==> config.mk <==
export PLATFORM = sky130hd
export DESIGN_NAME = rf_writeback_file
export DESIGN_NICKNAME = d
export VERILOG_FILES = /design/src/rtl/rf_writeback_file.sv
export SDC_FILE = /design/constraint.sdc
export NUM_CORES = 1
export LEC_CHECK = 0
export ABC_AREA = 1
export CAP_MARGIN = 20
export CORE_MARGIN = 5
export CORE_UTILIZATION = 55
export CTS_CLUSTER_DIAMETER = 60
export CTS_CLUSTER_SIZE = 8
export DETAILED_ROUTE_END_ITERATION = 8
export GPL_TIMING_DRIVEN = 0
export MAX_ROUTING_LAYER = met4
export PLACE_DENSITY = 0.77
export SLEW_MARGIN = 10
export SYNTH_ARGS = -nofsm -noshare
export SYNTH_HDL_FRONTEND = slang
export SYNTH_SLANG_ARGS = --single-unit
==> constraint.sdc <==
create_clock -name i_clk -period 2.1 [get_ports i_clk]
set_clock_uncertainty 0.1 [all_clocks]
set_input_delay 0.42 -clock i_clk [delete_from_list [all_inputs] [get_ports i_clk]]
set_output_delay 0.42 -clock i_clk [all_outputs]
set_load 0.02 [all_outputs]
==> src/rtl/rf_writeback_file.sv <==
// Writeback queue in front of an 8 x 16-bit register file, with two forwarding operand read ports.
// Optional build macro RF_ZERO_REG_EN: register 0 reads as zero and writes to it are dropped.
module rf_writeback_file #(
   parameter int          WB_DEPTH = 2,
   parameter logic [15:0] RST_VAL  = 16'h0000
) (
   input  logic        i_clk,
   input  logic        i_rstn,
   input  logic        i_wbValid,
   input  logic [2:0]  i_wbAddr,
   input  logic [15:0] i_wbData,
   output logic        o_wbReady,
   input  logic        i_wrHold,
   input  logic [2:0]  i_rdAddr1,
   input  logic [2:0]  i_rdAddr2,
   output logic [15:0] o_rdData1,
   output logic [15:0] o_rdData2,
   output logic [7:0]  o_pending,
   output logic        o_empty
);

   // Queue storage is sized for the largest legal depth; only WB_DEPTH slots are ever used.
   logic [2:0]  qAddr_r [0:3];
   logic [15:0] qData_r [0:3];
   logic [15:0] regs_r  [0:7];
   logic [2:0]  count_r;
   logic [1:0]  head_r;
   logic [1:0]  tail_r;
   logic        wbReady_r;
   logic        empty_r;

   logic        accept_s;
   logic        enqueue_s;
   logic        commit_s;
   logic [2:0]  countNext_s;
   logic [15:0] rdData1_s;
   logic [15:0] rdData2_s;
   logic [7:0]  pending_s;

   function automatic logic [1:0] nextPtr(input logic [1:0] p);
      return (p == 2'(WB_DEPTH - 1)) ? 2'd0 : p + 2'd1;
   endfunction

   function automatic logic [1:0] slotOf(input logic [1:0] h, input int k);
      logic [2:0] s;
      s = {1'b0, h} + 3'(k);
      if (s >= 3'(WB_DEPTH)) begin
         s = s - 3'(WB_DEPTH);
      end else begin
         s = s;
      end
      return s[1:0];
   endfunction

   // Handshake, commit and occupancy arithmetic.
   always_comb begin
      accept_s = i_wbValid & wbReady_r;
`ifdef RF_ZERO_REG_EN
      enqueue_s = accept_s & (i_wbAddr != 3'd0);
`else
      enqueue_s = accept_s;
`endif
      commit_s    = (count_r != 3'd0) & ~i_wrHold;
      countNext_s = count_r + {2'b00, enqueue_s} - {2'b00, commit_s};
   end

   // Queue pointers, entries and registered status flags.
   always_ff @(posedge i_clk or negedge i_rstn) begin
      if (!i_rstn) begin
         count_r   <= 3'd0;
         head_r    <= 2'd0;
         tail_r    <= 2'd0;
         wbReady_r <= 1'b1;
         empty_r   <= 1'b1;
         for (int i = 0; i < 4; i++) begin
            qAddr_r[i] <= 3'd0;
            qData_r[i] <= 16'h0000;
         end
      end else begin
         if (enqueue_s) begin
            qAddr_r[tail_r] <= i_wbAddr;
            qData_r[tail_r] <= i_wbData;
            tail_r          <= nextPtr(tail_r);
         end else begin
            tail_r <= tail_r;
         end
         if (commit_s) begin
            head_r <= nextPtr(head_r);
         end else begin
            head_r <= head_r;
         end
         count_r   <= countNext_s;
         wbReady_r <= (countNext_s < 3'(WB_DEPTH));
         empty_r   <= (countNext_s == 3'd0);
      end
   end

   // Register array: head entry drains into it, at most one per cycle.
   always_ff @(posedge i_clk or negedge i_rstn) begin
      if (!i_rstn) begin
         for (int i = 0; i < 8; i++) begin
            regs_r[i] <= RST_VAL;
         end
      end else if (commit_s) begin
         regs_r[qAddr_r[head_r]] <= qData_r[head_r];
      end else begin
         regs_r[0] <= regs_r[0];
      end
   end

   // Forwarding reads: walk oldest to youngest so the youngest match wins.
   always_comb begin
      logic [1:0] idx;
      logic       inQ;
      rdData1_s = regs_r[i_rdAddr1];
      rdData2_s = regs_r[i_rdAddr2];
      pending_s = 8'h00;
      for (int k = 0; k < WB_DEPTH; k++) begin
         idx       = slotOf(head_r, k);
         inQ       = (3'(k) < count_r);
         rdData1_s = (inQ && (qAddr_r[idx] == i_rdAddr1)) ? qData_r[idx] : rdData1_s;
         rdData2_s = (inQ && (qAddr_r[idx] == i_rdAddr2)) ? qData_r[idx] : rdData2_s;
         pending_s = pending_s | (inQ ? (8'd1 << qAddr_r[idx]) : 8'h00);
      end
`ifdef RF_ZERO_REG_EN
      rdData1_s = (i_rdAddr1 == 3'd0) ? 16'h0000 : rdData1_s;
      rdData2_s = (i_rdAddr2 == 3'd0) ? 16'h0000 : rdData2_s;
`endif
   end

   assign o_wbReady = wbReady_r;
   assign o_empty   = empty_r;
   assign o_pending = pending_s;
   assign o_rdData1 = rdData1_s;
   assign o_rdData2 = rdData2_s;

endmodule

Clock wiring as the flow saved it:
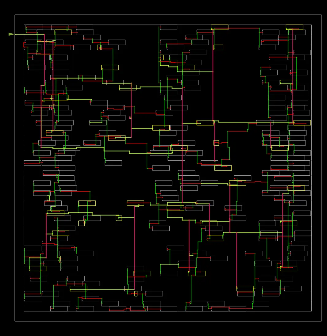
P_clk: 4.92 mW
clock buffers: 39
Flops: 213
insertion delay at the late pin of the worst-skew pair: 0.51 ns

Close-up of the layout:
Bar = 10 µm. Window x 68 to 98, y 68 to 98 µm. Cells in grey, sequential cells in the stronger grey; small squares are vias.
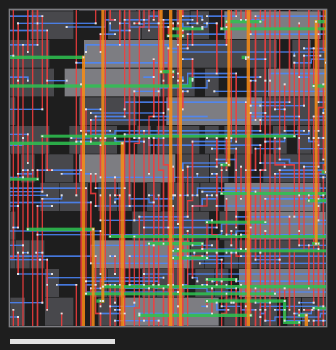
metal 2: marked red. metal 1: marked blue. metal 3: marked green. metal 4: marked orange.
Netlist names of flops here include regs_r (11). Sequential cells in the window: 11. 78 logic cells have their middle in the window. Most frequent: nand2_1 (28), nand3_1 (11), dfrtp_1 (11).

Met4 routing:
Supply wires on this layer in grey.
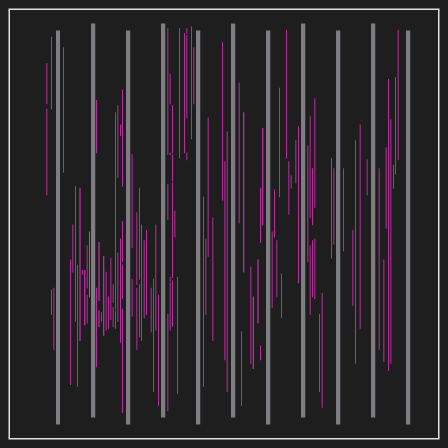
The layer holds 7.4% of the routed length. 93 nets have wire on it. The wires run mostly vertical.

==> reports/metrics.yaml <==
outcome:
  outcome: "complete, but fails checks"
  violations: "setup timing"
placement:
  place_inst: 2397
  portBuffers: 66
  place.gp.congestion: 1.009
  place_ws_ns: -1.722
  place_area_mm2: 0.01463
  dp_hpwl_um: 35630
power:
  p_seq_frac: 0.226
  power.group.top: "combinational cells"
  intPower_mw: 15.42
  pwr-share-clk: 0.169
  p_sw_frac: 0.4693
  p_leak_nw: 9.135
  power_switching_mw: 13.63
  pg_comb_mw: 17.6
  pwr-share-comb: 0.604
  powerDensity_mw_per_mm2: 1634
  peakVddDrop_mv: 1.644
  p_total_mw: 29.05
  pg_seq_mw: 6.57
final_layout:
  lay_top_cells: "846 x nand2_1, 259 x nand3_1, 210 x dfrtp_1"
  final_nets: 2233
  syn_to_final_growth_pct: 32.93
  mostFrequentLayoutCell: "nand2_1"
  diodes: 0
  drive_above_1_share: 0.2106
  postLayoutCellArea_mm2: 0.01777
  fin_util: 0.7374
  fin_cells: 2532
floorplan:
  dieArea_mm2: 0.02753
  ioPinCount: 71
  core_area_mm2: 0.02411
  fp-row-count: 57
  fp_util: 0.5547
  fp.dieH_um: 165.9
  die_w_um: 165.9
clock_tree:
  cts-root-buf: "clkbuf_16"
  cts_buffers: 34
  cts_tree: "yes"
  clkTransAtPathRegs_ns: 0.05
  htreeDepth: 2
  cts_buffer_depth: 3
  cts_sinks: 213
synth:
  synthAoiAreaFrac: 0.09189
  ys.flops: 213
  synth.distinct_cells: 36
  muxShareOfSynthArea: 0
  ys_sh_simple: 0.3927
  yosys_area_mm2: 0.01337
  syn-cell-area_mm2: 0.01337
  postSynthCellCount: 2005
  yosysTopAreaCell: "dfrtp_1"
  yosysWarnings: 0
  area_leaders: "dfrtp_1 39%, nand2_1 26%, nand3_1 10%"
  synth_nets: 2038
  synth_area_per_cell_um2: 6.669
  top_logic_kind: "simple AND/OR/NAND/NOR gates"
  fa_ha_area_frac: 0.004304
  ys_seq_frac: 0.3988
  top_area_frac: 0.3949
  xor_share: 0.001965
  yosys-stat-cells: 2005
worst_setup_path:
  rrSetupSlack_ns: -0.28
  crit_chain: "buf_8 -> inv_8 -> nor2_4 -> inv_1 -> clkbuf_2 -> o221ai_1 -> nand3_1 -> nand2_2 -> buf_4"
  start_kind: "flop"
  path_buffers: 5
  cpPeakStageDelay_ns: 0.35
  critical-path-top-delay-family: "buffers and inverters"
  cp_slowest_cell: "dfrtp_1"
  timing.critical_path.fanout_max: 10
  critPathKind: "flop to primary output"
  required_ns: 1.58
  crit_arrival_ns: 2.43
  endpoint_kind: "primary output"
final_timing:
  hold_slack_ns: 0.3391
  setup_slack_ns: -0.8537
  fmax_mhz: 338.6
  tns_ns: -50.41
  post-route-period-util: 1.407
  maxSlewHeadroom: 0.6110
  tightest_slew_ns: 0.5835
  rsz0062_at_grt: "yes"
  final-setup-viol-count: 184
  slew_viol_final: 0
  fin_crit_ns: 2.954
  hold_viol: 0
worst_hold_path:
  min_path_type: "input pin to asynchronous set/reset pin"
global_routing:
  met3_usage: 0.07094
  grt_pass1_vias: 13790
  groute.usage.overall: 0.3592
  use_met2: 0.5554
  grt_antenna_before_repair: 0
  grt_pass1_wl_um: 76380
  grt_max_degree: 79
  globalRouteMet1Util: 0.4522
  grt_overflow: 0
  grt-busiest-layer: "met2"
drt:
  wl_per_cell_um: 20.65
  firstDrtPassIters: 6
  routed_wl_um: 52280
  met2_length_um: 23440
  vias_per_cell: 5.818
  vias: 14730
  met3_length_um: 5409
  wl_met1_um: 19560
  antenna_left: 0
  drc: 0
  initialDrtViolationCount: 1977
  topRoutingLayerUsed: "met4"
job:
  log.warning_count: 29
  cap_violations: 0
cell type report:
| class | count | area (µm²) |
|---|---|---|
| Sequential cell | 213 | 5334 |
| Inverter | 228 | 905.9 |
| Buffer | 117 | 908.4 |
| Clock buffer | 39 | 900.9 |
| Timing Repair Buffer | 159 | 1797 |
| Fill cell | 1915 | 6331 |
| Clock inverter | 5 | 35.03 |
| Timing Repair inverter | 1 | 6.256 |
| Multi-Input combinational cell | 1446 | 7482 |
| Tap cell | 324 | 405.4 |
repair_timing:
item                                    4_1_cts  5_1_grt
pin swaps                                    32       40
endpoints found under the hold margin        58        0
setup buffers                                33       44
gates resized                               394      183
cloned                                        6        8
endpoints found under the setup margin      151      214
hold buffers                                  1        0
synth_stat cells:
master	number
buf_6	7
or2_2	1
buf_2	37
nand3_2	2
o22ai_1	8
ha_1	3
nand2_1	912
nand2_2	14
dfrtp_1	211
inv_1	216
nand3_4	2
inv_2	6
inv_4	4
clkbuf_1	41
nor2_2	2
nand2_4	8
buf_8	1
buf_1	17
o21ai_0	122
nor3_1	3
buf_4	15
xor2_1	3
nor2_4	10
fa_1	1
nand4_1	4
o221ai_1	13
dfstp_2	2
nor2_1	6
a21oi_1	1
nand3_1	276
o221ai_2	16
o21ai_1	32
clkinv_1	2
a21oi_2	3
o211ai_1	3
nor2_8	1
worst paths after layout:
path                        startpoint             to  cells after the start
max in group asynchronous       i_rstn    regs_r[104]                      3
min in group i_clk         regs_r[105]    regs_r[105]                      2
min reg2reg                regs_r[105]    regs_r[105]                      2
max reg2reg                  head_r[0]      regs_r[8]                     12
max                          head_r[0]  o_rdData2[10]                      9
min                             i_rstn     count_r[1]                      2
flip-flops by register name (all words and copies together) (netlist names):
register	cells
qData_r	64
head_r	2
qAddr_r	12
count_r	3
o_wbReady	1
tail_r	2
o_empty	1
regs_r	128
No activity file was given, so power comes from the tool's default toggle rates.
